## config.mk

```make
export PLATFORM = sky130hd
export DESIGN_NAME = multicycle_controller
export DESIGN_NICKNAME = d
export VERILOG_FILES = /design/src/rtl/mips_pkg.sv /design/src/rtl/ula_decoder.sv /design/src/rtl/multicycle_controller.sv
export SDC_FILE = /design/constraint.sdc
export NUM_CORES = 1
export LEC_CHECK = 0
export CAP_MARGIN = 20
export CORE_MARGIN = 4
export CORE_UTILIZATION = 44
export CTS_CLUSTER_SIZE = 14
export DETAILED_ROUTE_END_ITERATION = 16
export GPL_TIMING_DRIVEN = 1
export PLACE_DENSITY = 0.84
export SYNTH_ARGS = -nofsm -noshare
export SYNTH_HDL_FRONTEND = slang
export SYNTH_SLANG_ARGS = --single-unit
export TNS_END_PERCENT = 5
```

## constraint.sdc

```tcl
create_clock -name clk -period 4.88 [get_ports clk]
set_input_delay 0.976 -clock clk [delete_from_list [all_inputs] [get_ports clk]]
set_output_delay 0.976 -clock clk [all_outputs]
set_load 0.05 [all_outputs]
```

## src/rtl/mips_pkg.sv

```systemverilog
// Shared MIPS control definitions: FSM states, opcodes, funct codes, ULA op/control encodings.
package mips_pkg;

  typedef enum logic [3:0] {
    FETCH   = 4'd0,
    DECODE  = 4'd1,
    MEMADR  = 4'd2,
    MEMRD   = 4'd3,
    MEMWB   = 4'd4,
    MEMWR   = 4'd5,
    RTYPEEX = 4'd6,
    RTYPEWB = 4'd7,
    ADDIEX  = 4'd8,
    ADDIWB  = 4'd9,
    BEQEX   = 4'd10,
    JEX     = 4'd11
  } state_t;

  localparam logic [5:0] OP_RTYPE = 6'b000000;
  localparam logic [5:0] OP_LW    = 6'b100011;
  localparam logic [5:0] OP_SW    = 6'b101011;
  localparam logic [5:0] OP_BEQ   = 6'b000100;
  localparam logic [5:0] OP_ADDI  = 6'b001000;
  localparam logic [5:0] OP_J     = 6'b000010;

  localparam logic [5:0] F_ADD = 6'b100000;
  localparam logic [5:0] F_SUB = 6'b100010;
  localparam logic [5:0] F_AND = 6'b100100;
  localparam logic [5:0] F_OR  = 6'b100101;
  localparam logic [5:0] F_SLT = 6'b101010;

  typedef enum logic [1:0] {
    ULAOP_ADD   = 2'b00,
    ULAOP_SUB   = 2'b01,
    ULAOP_FUNCT = 2'b10
  } ulaop_t;

  localparam logic [2:0] ULA_ADD = 3'b010;
  localparam logic [2:0] ULA_SUB = 3'b110;
  localparam logic [2:0] ULA_AND = 3'b000;
  localparam logic [2:0] ULA_OR  = 3'b001;
  localparam logic [2:0] ULA_SLT = 3'b111;

  // Per-state control word; ula_en zeroes ULAcontrol in states that don't use the ULA.
  typedef struct packed {
    logic       pcwrite;
    logic       branch;
    logic       iord;
    logic       irwrite;
    logic       memread;
    logic       memwrite;
    logic       regwrite;
    logic       regdst;
    logic       memtoreg;
    logic       srca;
    logic [1:0] srcb;
    logic [1:0] pcsrc;
    logic       ula_en;
    ulaop_t     ulaop;
  } ctrl_t;

endpackage

```

## src/rtl/ula_decoder.sv

```systemverilog
// Combinational ULAop + funct -> ULAcontrol decode, shared with the single-cycle controller.
module ula_decoder
  import mips_pkg::*;
#(
  parameter int FUNCT_W = 6,
  parameter int ULA_W   = 3
) (
  input  ulaop_t             ulaop,
  input  logic [FUNCT_W-1:0] funct,
  output logic [ULA_W-1:0]   ulacontrol
);

  logic [2:0] code;

  always_comb begin
    code = ULA_ADD;
    case (ulaop)
      ULAOP_ADD: code = ULA_ADD;
      ULAOP_SUB: code = ULA_SUB;
      ULAOP_FUNCT: begin
        // Unknown funct quietly falls back to add.
        case (funct)
          FUNCT_W'(F_ADD): code = ULA_ADD;
          FUNCT_W'(F_SUB): code = ULA_SUB;
          FUNCT_W'(F_AND): code = ULA_AND;
          FUNCT_W'(F_OR):  code = ULA_OR;
          FUNCT_W'(F_SLT): code = ULA_SLT;
          default:         code = ULA_ADD;
        endcase
      end
      default: code = ULA_ADD;
    endcase
  end

  assign ulacontrol = ULA_W'(code);

endmodule

```

## src/rtl/multicycle_controller.sv

```systemverilog
// Multicycle MIPS control FSM with optional memory-ready handshake.
// Define MULTICYCLE_JUMP_EN to decode opcode 000010 as a jump (JEX state).
module multicycle_controller
  import mips_pkg::*;
#(
  parameter int OP_W          = 6,
  parameter int FUNCT_W       = 6,
  parameter int ULA_W         = 3,
  parameter bit MEM_HANDSHAKE = 1'b1
) (
  input  logic               clk,
  input  logic               reset,
  input  logic [OP_W-1:0]    op,
  input  logic [FUNCT_W-1:0] funct,
  input  logic               zero,
  input  logic               mem_ready,
  output logic               pcen,
  output logic               iord,
  output logic               irwrite,
  output logic               memread,
  output logic               memwrite,
  output logic               regwrite,
  output logic               regdst,
  output logic               memtoreg,
  output logic               ULAsrcA,
  output logic [1:0]         ULAsrcB,
  output logic [1:0]         pcsrc,
  output logic [ULA_W-1:0]   ULAcontrol,
  output logic               illegal_op
);

  state_t           state, state_nx;
  ctrl_t            c, cg;
  logic             mem_ok;
  logic             op_legal;
  logic             illegal_s;
  logic [ULA_W-1:0] dec_out;

  assign mem_ok = MEM_HANDSHAKE ? mem_ready : 1'b1;

  always_comb begin
    op_legal = (op == OP_W'(OP_LW))    || (op == OP_W'(OP_SW))  ||
               (op == OP_W'(OP_RTYPE)) || (op == OP_W'(OP_BEQ)) ||
               (op == OP_W'(OP_ADDI));
`ifdef MULTICYCLE_JUMP_EN
    op_legal = op_legal || (op == OP_W'(OP_J));
`endif
  end

  always_ff @(posedge clk or posedge reset) begin
    if (reset) state <= FETCH;
    else       state <= state_nx;
  end

  always_comb begin
    state_nx = FETCH;
    case (state)
      FETCH:   state_nx = mem_ok ? DECODE : FETCH;
      DECODE: begin
        if (op == OP_W'(OP_LW) || op == OP_W'(OP_SW)) state_nx = MEMADR;
        else if (op == OP_W'(OP_RTYPE))               state_nx = RTYPEEX;
        else if (op == OP_W'(OP_BEQ))                 state_nx = BEQEX;
        else if (op == OP_W'(OP_ADDI))                state_nx = ADDIEX;
`ifdef MULTICYCLE_JUMP_EN
        else if (op == OP_W'(OP_J))                   state_nx = JEX;
`endif
        else                                          state_nx = FETCH;
      end
      MEMADR:  state_nx = (op == OP_W'(OP_SW)) ? MEMWR : MEMRD;
      MEMRD:   state_nx = mem_ok ? MEMWB : MEMRD;
      MEMWR:   state_nx = mem_ok ? FETCH : MEMWR;
      RTYPEEX: state_nx = RTYPEWB;
      ADDIEX:  state_nx = ADDIWB;
      default: state_nx = FETCH;
    endcase
  end

  always_comb begin
    c         = '0;
    illegal_s = 1'b0;
    case (state)
      FETCH: begin
        c.memread = 1'b1;
        c.irwrite = mem_ok;
        c.pcwrite = mem_ok;
        c.srcb    = 2'b01;
        c.ula_en  = 1'b1;
        c.ulaop   = ULAOP_ADD;
      end
      DECODE: begin
        c.srcb    = 2'b11;
        c.ula_en  = 1'b1;
        c.ulaop   = ULAOP_ADD;
        illegal_s = !op_legal;
      end
      MEMADR, ADDIEX: begin
        c.srca   = 1'b1;
        c.srcb   = 2'b10;
        c.ula_en = 1'b1;
        c.ulaop  = ULAOP_ADD;
      end
      MEMRD: begin
        c.iord    = 1'b1;
        c.memread = 1'b1;
      end
      MEMWB: begin
        c.regwrite = 1'b1;
        c.memtoreg = 1'b1;
      end
      MEMWR: begin
        c.iord     = 1'b1;
        c.memwrite = 1'b1;
      end
      RTYPEEX: begin
        c.srca   = 1'b1;
        c.ula_en = 1'b1;
        c.ulaop  = ULAOP_FUNCT;
      end
      RTYPEWB: begin
        c.regdst   = 1'b1;
        c.regwrite = 1'b1;
      end
      ADDIWB: c.regwrite = 1'b1;
      BEQEX: begin
        c.srca   = 1'b1;
        c.ula_en = 1'b1;
        c.ulaop  = ULAOP_SUB;
        c.branch = 1'b1;
        c.pcsrc  = 2'b01;
      end
`ifdef MULTICYCLE_JUMP_EN
      JEX: begin
        c.pcsrc   = 2'b10;
        c.pcwrite = 1'b1;
      end
`endif
      default: c = '0;
    endcase
  end

  ula_decoder #(.FUNCT_W(FUNCT_W), .ULA_W(ULA_W)) u_ula_decoder (
    .ulaop      (c.ulaop),
    .funct      (funct),
    .ulacontrol (dec_out)
  );

  // While reset is held the FSM sits in FETCH, but every strobe must read 0.
  assign cg = reset ? '0 : c;

  assign pcen       = cg.pcwrite | (cg.branch & zero);
  assign iord       = cg.iord;
  assign irwrite    = cg.irwrite;
  assign memread    = cg.memread;
  assign memwrite   = cg.memwrite;
  assign regwrite   = cg.regwrite;
  assign regdst     = cg.regdst;
  assign memtoreg   = cg.memtoreg;
  assign ULAsrcA    = cg.srca;
  assign ULAsrcB    = cg.srcb;
  assign pcsrc      = cg.pcsrc;
  assign ULAcontrol = cg.ula_en ? dec_out : '0;
  assign illegal_op = illegal_s & ~reset;

endmodule

```

Figure 1. M2 wires.
The bar under the picture is 10 um long.
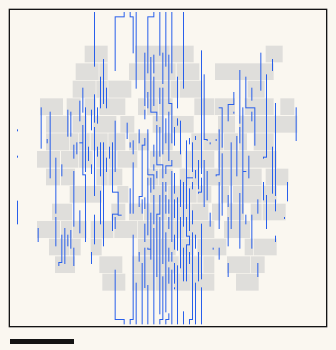
longest straight run: 19.0 um
nets with wire on the layer: 121
main direction: vertical
wire length on this layer: 1020 um
share of all routed wire: 50%
DR vias: 828
final wirelength: 2.03 mm

Figure 2. Congestion heat map.
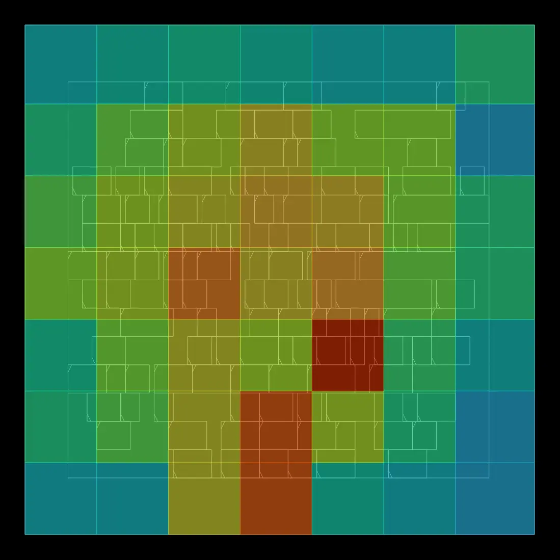
global route hottest layer: met2
fin util: 66.5%

==> notes.md <==
yosys + openroad results -> Clock Power approximately 0.039 mW, CTS buffer count 3, GR Util met2 28.7%, cell area after layout slightly above 1000 sq um, Setup Slack @ Placement 0.820 ns, WL per Instance 14.8 um, Hold Path Class reg -> reg, TritonRoute pass-1 iters 4, top routing layer used met4, Pre-Place Util 48.0%, worst-path cell chain clkdlybuf4s50_1 -> nor3b_1 -> a31oi_1 -> nor3b_1 -> nor3_1 -> clkdlybuf4s50_1, Syn Nets 116, yosys stat area between 700 and 800 sq um, H-Tree Depth 1, status completed, Setup-failing EPs final 0, part of the power in registers about 23%, DR DRC count 0, Worst R2R Start state[1], DP HPWL 1.54 mm, largest registers state (4), TritonCTS clock tree built, Crit Path Class in -> out, Root Buffer clkbuf_4, initial DRC count 16, VDD IR-drop max 218 uV, area fraction in mux cells 1.35%, slew margin rel. between 50% and 60%, kind of start point of the critical path primary input, crit path time final 4.10 ns, Leak 0.361 nW, Final ANT Viol Nets 0, R2R Path End state[1], met1 Resource Use GR between 20% and 30%, mean post-synth cell area 7.62 sq um, Die Height 49.0 um, Worst Tran Pin Value about 0.65 ns, count of tool warnings 28, Biggest register state, main flop type dfrtp_1, critical path depth 6, Port Buffer Count 31, synth warn 0, Worst path top cell family by delay buffers and inverters, Pwr Total 0.423 mW, P_sw about 0.23 mW, row count 14, number of synthesized flops with an enable pin 0, overflow left after global routing 0
Figure 3. M1 wires.
The bar under the picture is 10 um long.
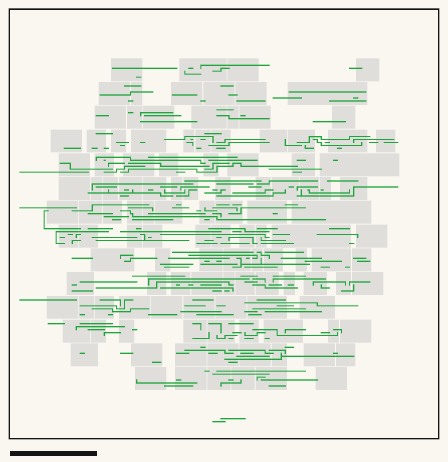
nets with wire on the layer: 122
longest straight run: 12.4 um
share of all routed wire: 45%

Figure 4. I/O pins on the die edge.
The bar under the picture is 10 um long. Pins as bars across the die edge, other pins in grey.
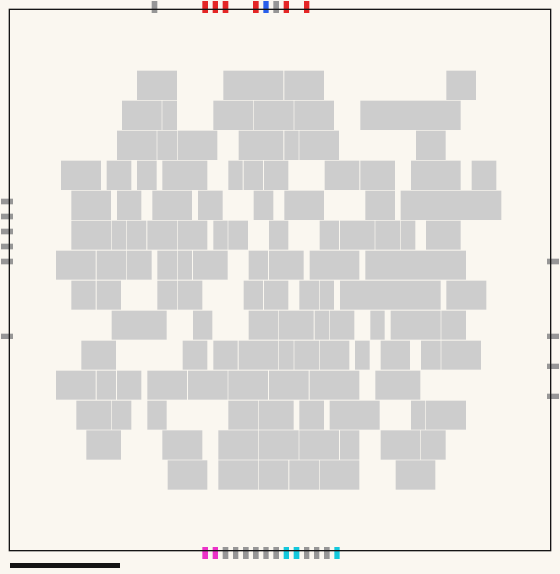
legend:
  ULAcontrol:
    colour: cyan
    pins: 3
    direction: output
    edge: bottom
  reset:
    colour: blue
    pins: 1
    direction: input
    edge: top
  ULAsrcB:
    colour: magenta
    pins: 2
    direction: output
    edge: bottom
  op:
    colour: red
    pins: 6
    direction: input
    edge: top
all pins by edge: 14 bottom, 9 top, 6 left, 4 right

## cells in the mapped netlist (all sizes together) (3+ instances only)
cell type | n | area (sq um)
o21ai | 5 | 25.0
ha | 3 | 37.5
nand2b | 6 | 45.0
buf | 8 | 60.1
nor3b | 6 | 45.0
a21oi | 5 | 25.0
nor3 | 8 | 45.0
nor2 | 7 | 33.8
dfrtp | 4 | 100
inv | 4 | 15.0
nor2b | 3 | 18.8
nor4 | 6 | 43.8
## final cells by class
type,count,area [sq um],share of cell area [%]
Multi-Input combinational cell,79,557,54.3
Sequential cell,4,100,9.77
Tap cell,16,20.0,1.95
Clock buffer,3,22.5,2.20
Inverter,4,15.0,1.47
Timing Repair Buffer,31,310,30.3
Power and IR drop assume default switching activity.
